<file path="src/rtl/restoring_divider.sv">
// restoring_divider: 8-bit sequential restoring divider, one quotient bit per ITER cycle.
// Define DIVIDER_SIGNED_EN for two's-complement operands (magnitude in LOAD, sign fix in FIX).
module restoring_divider (
    input  logic       Clk,
    input  logic       Reset,
    input  logic       ClearA_LoadB,
    input  logic       Run,
    input  logic [7:0] Din,
    output logic [7:0] Aval,
    output logic [7:0] Bval,
    output logic       DivZero,
    output logic       Busy
);
`ifdef DIVIDER_SIGNED_EN
    localparam bit SGN = 1'b1;
`else
    localparam bit SGN = 1'b0;
`endif
    typedef enum logic [2:0] {IDLE, LOAD, ITER, FIX, HOLD} state_t;
    state_t state, state_nx;
    logic [7:0] a, b, d, a_nx, b_nx, d_nx;
    logic [2:0] cnt, cnt_nx;
    logic dz, dz_nx, sb, sd, sb_nx, sd_nx;
    logic [15:0] t;
    logic [8:0] diff;

    always_ff @(posedge Clk or posedge Reset) begin
        if (Reset) begin
            state <= IDLE;
            a     <= '0;
            b     <= '0;
            d     <= '0;
            cnt   <= '0;
            dz    <= 1'b0;
            sb    <= 1'b0;
            sd    <= 1'b0;
        end else begin
            state <= state_nx;
            a     <= a_nx;
            b     <= b_nx;
            d     <= d_nx;
            cnt   <= cnt_nx;
            dz    <= dz_nx;
            sb    <= sb_nx;
            sd    <= sd_nx;
        end
    end

    always_comb begin
        state_nx = state;
        a_nx     = a;
        b_nx     = b;
        d_nx     = d;
        cnt_nx   = cnt;
        dz_nx    = dz;
        sb_nx    = sb;
        sd_nx    = sd;
        t        = {a, b} << 1;
        diff     = {1'b0, t[15:8]} - {1'b0, d};
        case (state)
            IDLE: begin
                if (ClearA_LoadB) begin
                    b_nx  = Din;
                    a_nx  = '0;
                    dz_nx = 1'b0;
                end else if (Run) begin
                    d_nx     = Din;
                    state_nx = LOAD;
                end
            end
            LOAD: begin
                if (d == '0) begin
                    b_nx     = 8'hFF;
                    dz_nx    = 1'b1;
                    state_nx = HOLD;
                end else begin
                    // original signs are kept for the correction step in FIX
                    sb_nx    = SGN & b[7];
                    sd_nx    = SGN & d[7];
                    a_nx     = '0;
                    b_nx     = (SGN && b[7]) ? 8'd0 - b : b;
                    d_nx     = (SGN && d[7]) ? 8'd0 - d : d;
                    dz_nx    = 1'b0;
                    cnt_nx   = '0;
                    state_nx = ITER;
                end
            end
            ITER: begin
                a_nx     = diff[8] ? t[15:8] : diff[7:0];
                b_nx     = {t[7:1], ~diff[8]};
                cnt_nx   = (cnt == 3'd7) ? cnt : cnt + 3'd1;
                state_nx = (cnt == 3'd7) ? FIX : ITER;
            end
            FIX: begin
                b_nx     = (sb ^ sd) ? 8'd0 - b : b;
                a_nx     = sb ? 8'd0 - a : a;
                state_nx = HOLD;
            end
            HOLD: state_nx = Run ? HOLD : IDLE;
            default: state_nx = IDLE;
        endcase
    end

    assign Aval    = a;
    assign Bval    = b;
    assign DivZero = dz;
    assign Busy    = (state != IDLE);
endmodule
</file>
<file path="config.mk">
export PLATFORM = sky130hd
export DESIGN_NAME = restoring_divider
export DESIGN_NICKNAME = d
export VERILOG_FILES = /design/src/rtl/restoring_divider.sv
export SDC_FILE = /design/constraint.sdc
export NUM_CORES = 1
export LEC_CHECK = 0
export ABC_AREA = 1
export CORE_ASPECT_RATIO = 0.6
export CORE_MARGIN = 8
export CORE_UTILIZATION = 57
export DETAILED_ROUTE_END_ITERATION = 12
export GPL_TIMING_DRIVEN = 0
export PLACE_DENSITY_LB_ADDON = 0.05
export RECOVER_POWER = 100
export SLEW_MARGIN = 10
export SYNTH_ARGS = -nofsm -noshare
export SYNTH_HDL_FRONTEND = slang
export SYNTH_SLANG_ARGS = --single-unit
</file>
<file path="constraint.sdc">
create_clock -name Clk -period 5.6 [get_ports Clk]
set_clock_uncertainty 0.05 [all_clocks]
set_input_delay 0.56 -clock Clk [delete_from_list [all_inputs] [get_ports Clk]]
set_output_delay 0.56 -clock Clk [all_outputs]
set_load 0.02 [all_outputs]
</file>
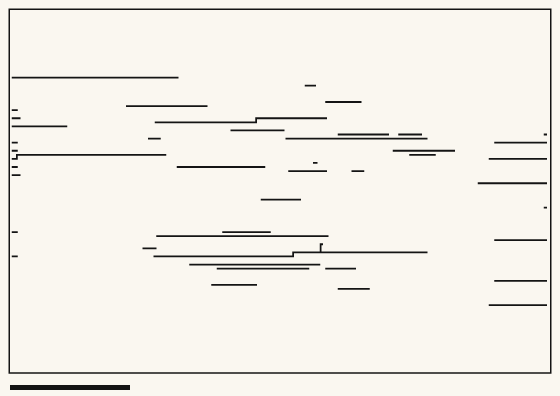
Fig. 1. Metal 3 (run 1).
Scale bar: 20 µm.
38 nets have wire on it. The layer holds 9.0% of the routed length. The wires run mostly horizontal.

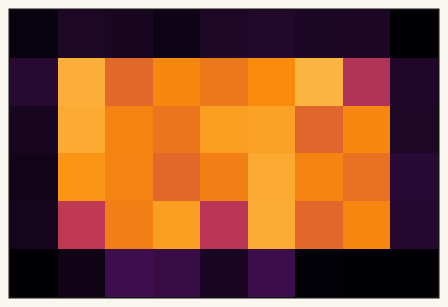
Fig. 2. Local utilization (run 1).
The die is cut into 9 by 6 equal tiles; black is low, pale yellow is high, 0 to 100% covered.
17% of the tiles are over 75% full. The fullest tile reaches 84%. The densest ninth of the die: middle.
Core Area: 0.00322 mm²
FP Core Util: 58.7%
Util after Layout: 70.1%

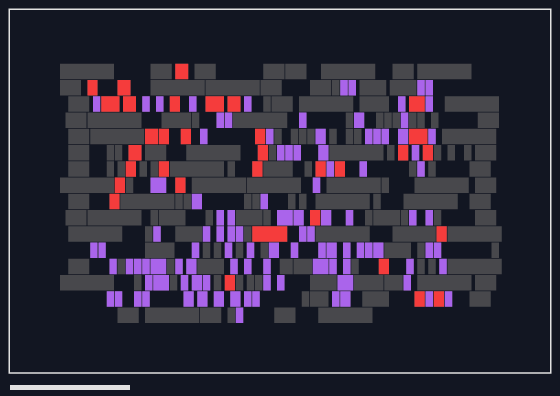
Fig. 3. Selected gate families (run 1).
Scale bar: 20 µm.
Key: red = aoi and oai cells [cells 33, most used o21ai_0]; purple = nand cells [cells 105, most used nand2_1]
Comb area share: 40.0%
non-filler cells, final: 331
most frequent logic cell in the layout: nand2_1

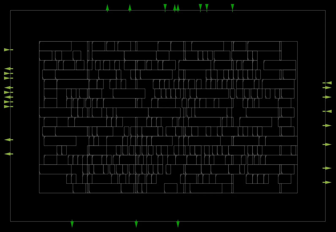
Fig. 4. Placement view (run 1).
Filler cells: 286
n_taps: 45

==> flow_summary.toml, run 1 <==
# physical design summary
[die]
io_pins = 30
num_rows = 16
die_h_um = 60.6

[finish]
drive_above_1_share_pct = 2.80

[yosys]
synth.net_count = 274
synthCells = 251
ys_area_mm2 = 0.00189
top_cell_area_share_pct = 41.0
ys_cells = 251
area_leaders = "dfrtp_1 41%, nand2_1 16%, inv_1 7.5%, ha_1 6.6%, nor2_1 4.6%"
synth_flop_count = 31
yosysTopAreaCell = "dfrtp_1"
ys_seq_share_pct = 41.0

[placement]
placed_cells = 325
gp_congestion = 0.964

[clock_network]
clock_sinks = 31
cts_tree = "done"
cts-root-buf = "clkbuf_8"
cts.repair.resized = 0
ctsLongestPathBuffers = 2
cts_inserted_buffers = 5
postCtsHoldBufs = 0

[timing]
hold_viol = 0
rsz0062_at_grt = "no"
worstMarginPinSlew_ns = 1.18
drv_slew = 0
finalClockPeriodUsage_pct = 42.8
slew_headroom_pct = 21.1

[detailed_routing]
vias = 1707
drtPass1Iterations = 5
drt_iter0_drc = 117
wire_per_inst_um = 13.6
drc = 0

[status]
run_status = "completed"

[setup_path]
cp-start-kind = "register"
setup.worst_path.start = "Bval[7]"
slowest_delay_ns = 0.39
cp-end-kind = "register"
crit_path_frequent_cell = "nand2_1"
cp_max_fo = 10
arrival_ns = 2.53

[global_route]
grt_max_degree = 32
grt_pass1_wl_um = 7510
antenna_found_initial = 0

[min_path]
min_path_type = "register to register"

[run]
max-cap-violations = 0
-- run 1: routing by layer --
| layer | vias to the layer above | part of all wire (%) | global-route usage [%] |
|---|---|---|---|
| met5 | - | 0 | 0 |
| met4 | 0 | 1.7 | 8.22 |
| met3 | 10 | 9.0 | 5.31 |
| met2 | 68 | 38 | 24.2 |
| met1 | 763 | 52 | 24.4 |
| li1 | 866 | - | - |
-- run 1: path summary, 6_finish.rpt --
path                       depth (start not counted)  endpoint  slack [ns]
min in group asynchronous                          2  state[2]        0.99
min                                                2   Aval[7]        0.43
max                                               12   Aval[7]        3.20
min reg2reg                                        2   Aval[7]        0.43
max reg2reg                                       12   Aval[7]        3.20
max in group asynchronous                          2   Bval[0]        3.80
-- run 1: power breakdown --
part | switching, mW | total (mW) | internal, mW | leakage (nW)
clock network | 0.0818 | 0.165 | 0.0827 | 0.0371
logic | 0.420 | 0.655 | 0.235 | 0.812
registers | 0.0580 | 0.370 | 0.312 | 0.387
total | 0.560 | 1.19 | 0.630 | 1.24
-- run 1: cells in the final DEF (no fill, tap or decap), types with 2 or more instances in the layout --
cell and count:
nor2_1 24, nand3_1 17, dlygate4sd3_1 20, o21ai_2 2, a21oi_1 9, inv_1 38, o21ai_0 12, clkbuf_8 5
nand2_1 82, nand3b_1 6, clkdlybuf4s50_1 9, ha_1 10, o22ai_1 6, clkbuf_1 5, xor2_1 2, dfrtp_1 31
-- run 1: cells by family after synthesis --
group	Yosys count	synth area share [%]
compound gates	33	11.3
xor+xnor	3	1.39
fa+ha+maj	11	7.68
buf+inv	43	9.46
flops	31	41.0
simple gates	130	29.2
-- run 1: synthesized netlist by cell type --
cell type	count
a21oi_4	1
buf_6	2
ha_1	10
nand2_1	80
nand3b_1	6
inv_1	38
nand3_1	15
o21ai_1	3
o311ai_0	1
nor2_2	1
o21ai_0	6
buf_2	2
xor2_1	2
clkinv_1	1
fa_1	1
a21oi_1	9
or2_1	1
nand2_2	2
xnor2_1	1
nand3_2	2
o22ai_1	6
o31ai_1	1
dfrtp_1	31
o21ai_2	6
nor2_1	23
-- run 1: cell type report --
| cell class | instances | area [µm²] |
|---|---|---|
| repair buffers | 29 | 290 |
| inverters | 39 | 146 |
| fillers | 286 | 963 |
| multi-input cells | 177 | 903 |
| flip-flops and latches | 31 | 776 |
| clock buffers | 6 | 72.6 |
| plain buffers | 4 | 15.0 |
| well taps | 45 | 56.3 |
-- run 1: worst max-delay path, delay by kind of cell (launching register included) --
family,cells,cell delay (ns)
flops,1,0.36
buf+inv,3,0.54
simple gates,7,0.94
fa+ha+maj,2,0.40
-- run 1: sequential cells by signal, indices dropped and copies added, names as in the netlist --
register / count
Aval: 8
cnt: 3
Bval: 8
d: 8
state: 3
DivZero: 1
-- run 1: stage by stage --
step           utilization, %  total power [mW]
3_3_place_gp             69.4              1.07
3_5_place_dp             69.4              1.09
4_1_cts                  71.7              1.26
6_report                 70.1              1.19
2_1_floorplan               -             0.871
5_1_grt                  70.1              1.29
==> run 2, diff against run 1 <==
--- a/config.mk
+++ b/config.mk
@@ -8,7 +8,7 @@
 export ABC_AREA = 1
 export CORE_ASPECT_RATIO = 0.6
 export CORE_MARGIN = 8
-export CORE_UTILIZATION = 57
+export CORE_UTILIZATION = 53
 export DETAILED_ROUTE_END_ITERATION = 12
 export GPL_TIMING_DRIVEN = 0
 export PLACE_DENSITY_LB_ADDON = 0.05
==> constraint.sdc (replaced) <==
create_clock -name Clk -period 2.5 [get_ports Clk]
set_clock_uncertainty 0.05 [all_clocks]
set_input_delay 0.25 -clock Clk [delete_from_list [all_inputs] [get_ports Clk]]
set_output_delay 0.25 -clock Clk [all_outputs]
set_load 0.02 [all_outputs]
==> flow_summary.toml, run 2 <==
# physical design summary
[setup_path]
arrival_ns = 2.32
slowest_delay_ns = 0.40
slowest_stage = "dfrtp_1"
cp_max_fo = 10
required_ns = 2.67
cp-start-kind = "register"
cp-end-kind = "register"
crit_path_frequent_cell = "nand2_1"

[global_route]
grt_max_degree = 32
antenna_found_initial = 0
grt_pass1_wl_um = 7560

[timing]
rsz0062_at_grt = "no"
slew_headroom_pct = 20.8
finalClockPeriodUsage_pct = 85.9
worstMarginPinSlew_ns = 1.19
hold_viol = 0
drv_slew = 0

[detailed_routing]
drtPass1Iterations = 4
drt_iter0_drc = 76
vias = 1709
wire_per_inst_um = 13.7
route.final.wire_length_um = 4550
antenna_left = 0
viasPerCell = 5.13
drc = 0

[yosys]
syn-cell-area_mm2 = 0.00189
synthTopCellsByCount = "80 x nand2_1, 38 x inv_1, 31 x dfrtp_1"
top_cell_area_share_pct = 41.0
yosysMostFrequentCell = "nand2_1"
synth.net_count = 274
ys_area_mm2 = 0.00189
ff_type = "dfrtp_1"
ys_seq_share_pct = 41.0
yosysTopAreaCell = "dfrtp_1"
area_leaders = "dfrtp_1 41%, nand2_1 16%, inv_1 7.5%, ha_1 6.6%, nor2_1 4.6%"
synth_flop_count = 31
async_flop_share_pct = 100
synthCells = 251
ys_cells = 251
edf_count = 0

[clock_network]
htreeDepth = 2
cts.repair.resized = 0
cts_inserted_buffers = 5
cts_tree = "done"
cts_setup_buffers = 0
ctsLongestPathBuffers = 2
clock_sinks = 31
clkTransAtPathRegs_ns = 0.07
cts-root-buf = "clkbuf_8"
postCtsHoldBufs = 0

[placement]
post-dp-hpwl_um = 3480
gp_congestion = 0.924

[die]
die_h_um = 62.3
io_pins = 30
num_rows = 16
die_width_um = 93.1

[finish]
mi_logic_area_um2 = 913
regArea_um2 = 776
fillers = 299
drive_above_1_share_pct = 4.51
layout_top_cells = "82 x nand2_1, 38 x inv_1, 31 x dfrtp_1"
final_common_cell = "nand2_1"

[status]
run_status = "completed"

[power]
power_switching_mw = 1.27
p_int_mw = 1.48
pwr-share-clk_pct = 16.2
combPwrFrac_pct = 53.4
p_sw_share_pct = 46.1
report.power.total_mw = 2.75
p_seq_share_pct = 30.4

[min_path]
min_path_type = "register to register"

[run]
max-cap-violations = 0
-- run 2: cells by family after synthesis --
family          count (synthesis)  share of synthesized area [%]
simple gates                  130                           29.2
buf+inv                        43                           9.46
compound gates                 33                           11.3
flops                          31                           41.0
fa+ha+maj                      11                           7.68
xor+xnor                        3                           1.39
-- run 2: critical path, delay by kind of cell (launching register included) --
family / cells / cell delay [ns]
compound gates: 1 / 0.11
simple gates: 6 / 0.57
fa+ha+maj: 2 / 0.57
flops: 1 / 0.40
buf+inv: 3 / 0.37
-- run 2: path summary, 6_finish.rpt --
kind,cells past startpoint,slack (ns),endpoint,startpoint
hold / removal,2,0.43,Aval[7],Aval[7]
setup / recovery,12,0.35,Aval[1],Bval[7]
hold reg to reg,2,0.43,Aval[7],Aval[7]
setup reg to reg,12,0.35,Aval[1],Bval[7]
max in group asynchronous,2,1.01,d[5],Reset
min in group asynchronous,2,0.67,state[0],Reset
-- run 2: layout make-up --
type | count | area share, %
inverters | 39 | 6.37
clock buffers | 8 | 4.35
repair buffers | 29 | 12.6
well taps | 45 | 2.45
plain buffers | 4 | 0.708
multi-input cells | 177 | 39.7
flip-flops and latches | 31 | 33.8
-- run 2: layer usage --
| layer | track usage, % | part of all wire, % |
|---|---|---|
| met1 | 24.2 | 53 |
| met3 | 4.92 | 7.0 |
| met2 | 21.4 | 39 |
| met4 | 5.59 | 0.97 |
| met5 | 0 | 0 |
-- run 2: per-stage QoR --
step	hold slack (ns)	cells	area, µm²	utilization [%]	worst slack [ns]
after global placement	0.412	325	2240	66.9	0.525
after global routing	0.477	333	2300	68.8	0.131
final	0.427	333	2300	68.8	0.351
after CTS	0.435	333	2340	69.9	0.431
after floorplan	0.304	251	1890	-	0.587
after detailed placement	0.418	325	2240	66.9	0.476
-- run 2: power by group through the flow --
| stage | clock network, mW | logic, mW | registers, mW |
|---|---|---|---|
| finish | 0.445 | 1.47 | 0.835 |
| global route | 0.483 | 1.65 | 0.853 |
| CTS | 0.454 | 1.61 | 0.837 |
| detailed placement | 0 | 1.60 | 0.844 |
| global placement | 0 | 1.56 | 0.839 |
| floorplan | 0 | 1.03 | 0.923 |
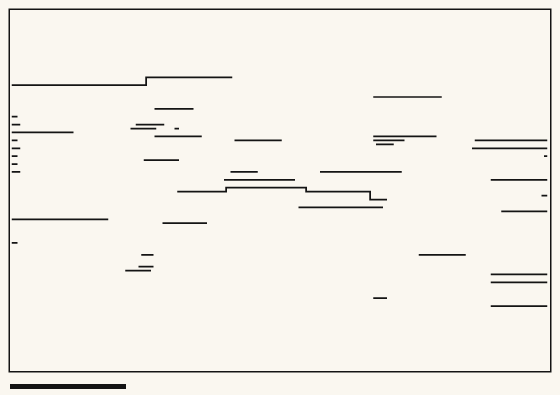
Fig. 5. Metal 3 (run 2).
Scale bar: 20 µm.
The longest straight run is 23.0 µm. 36 nets have wire on it.

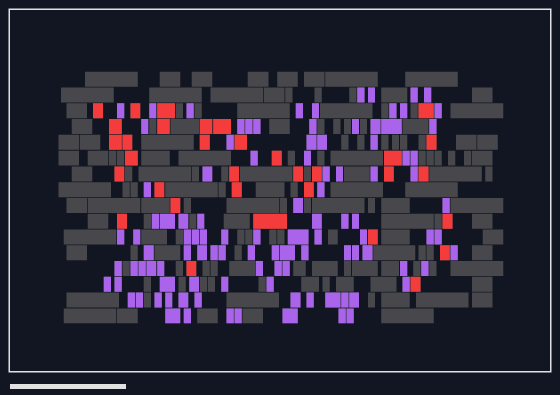
Fig. 6. Selected gate families (run 2).
Scale bar: 20 µm.
Key: purple = nand cells [cells 105, most used nand2_1]; red = aoi and oai cells [cells 33, most used o21ai_0]
non-filler cells, final: 333
Comb area share: 39.7%

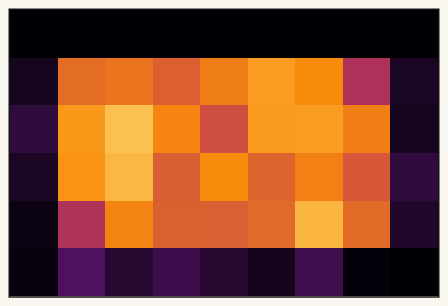
Fig. 7. Local utilization (run 2).
The die is cut into 9 by 6 equal tiles; black is low, pale yellow is high, 0 to 100% covered.
The densest ninth of the die: middle. The fullest tile reaches 86%. 20% of the tiles are nearly empty. The mean over all tiles is 39%. 15% of the tiles are over 75% full.
Util after Layout: 68.8%
Core Area: 0.00334 mm²
FP Core Util: 56.5%

Power and IR drop assume default switching activity.
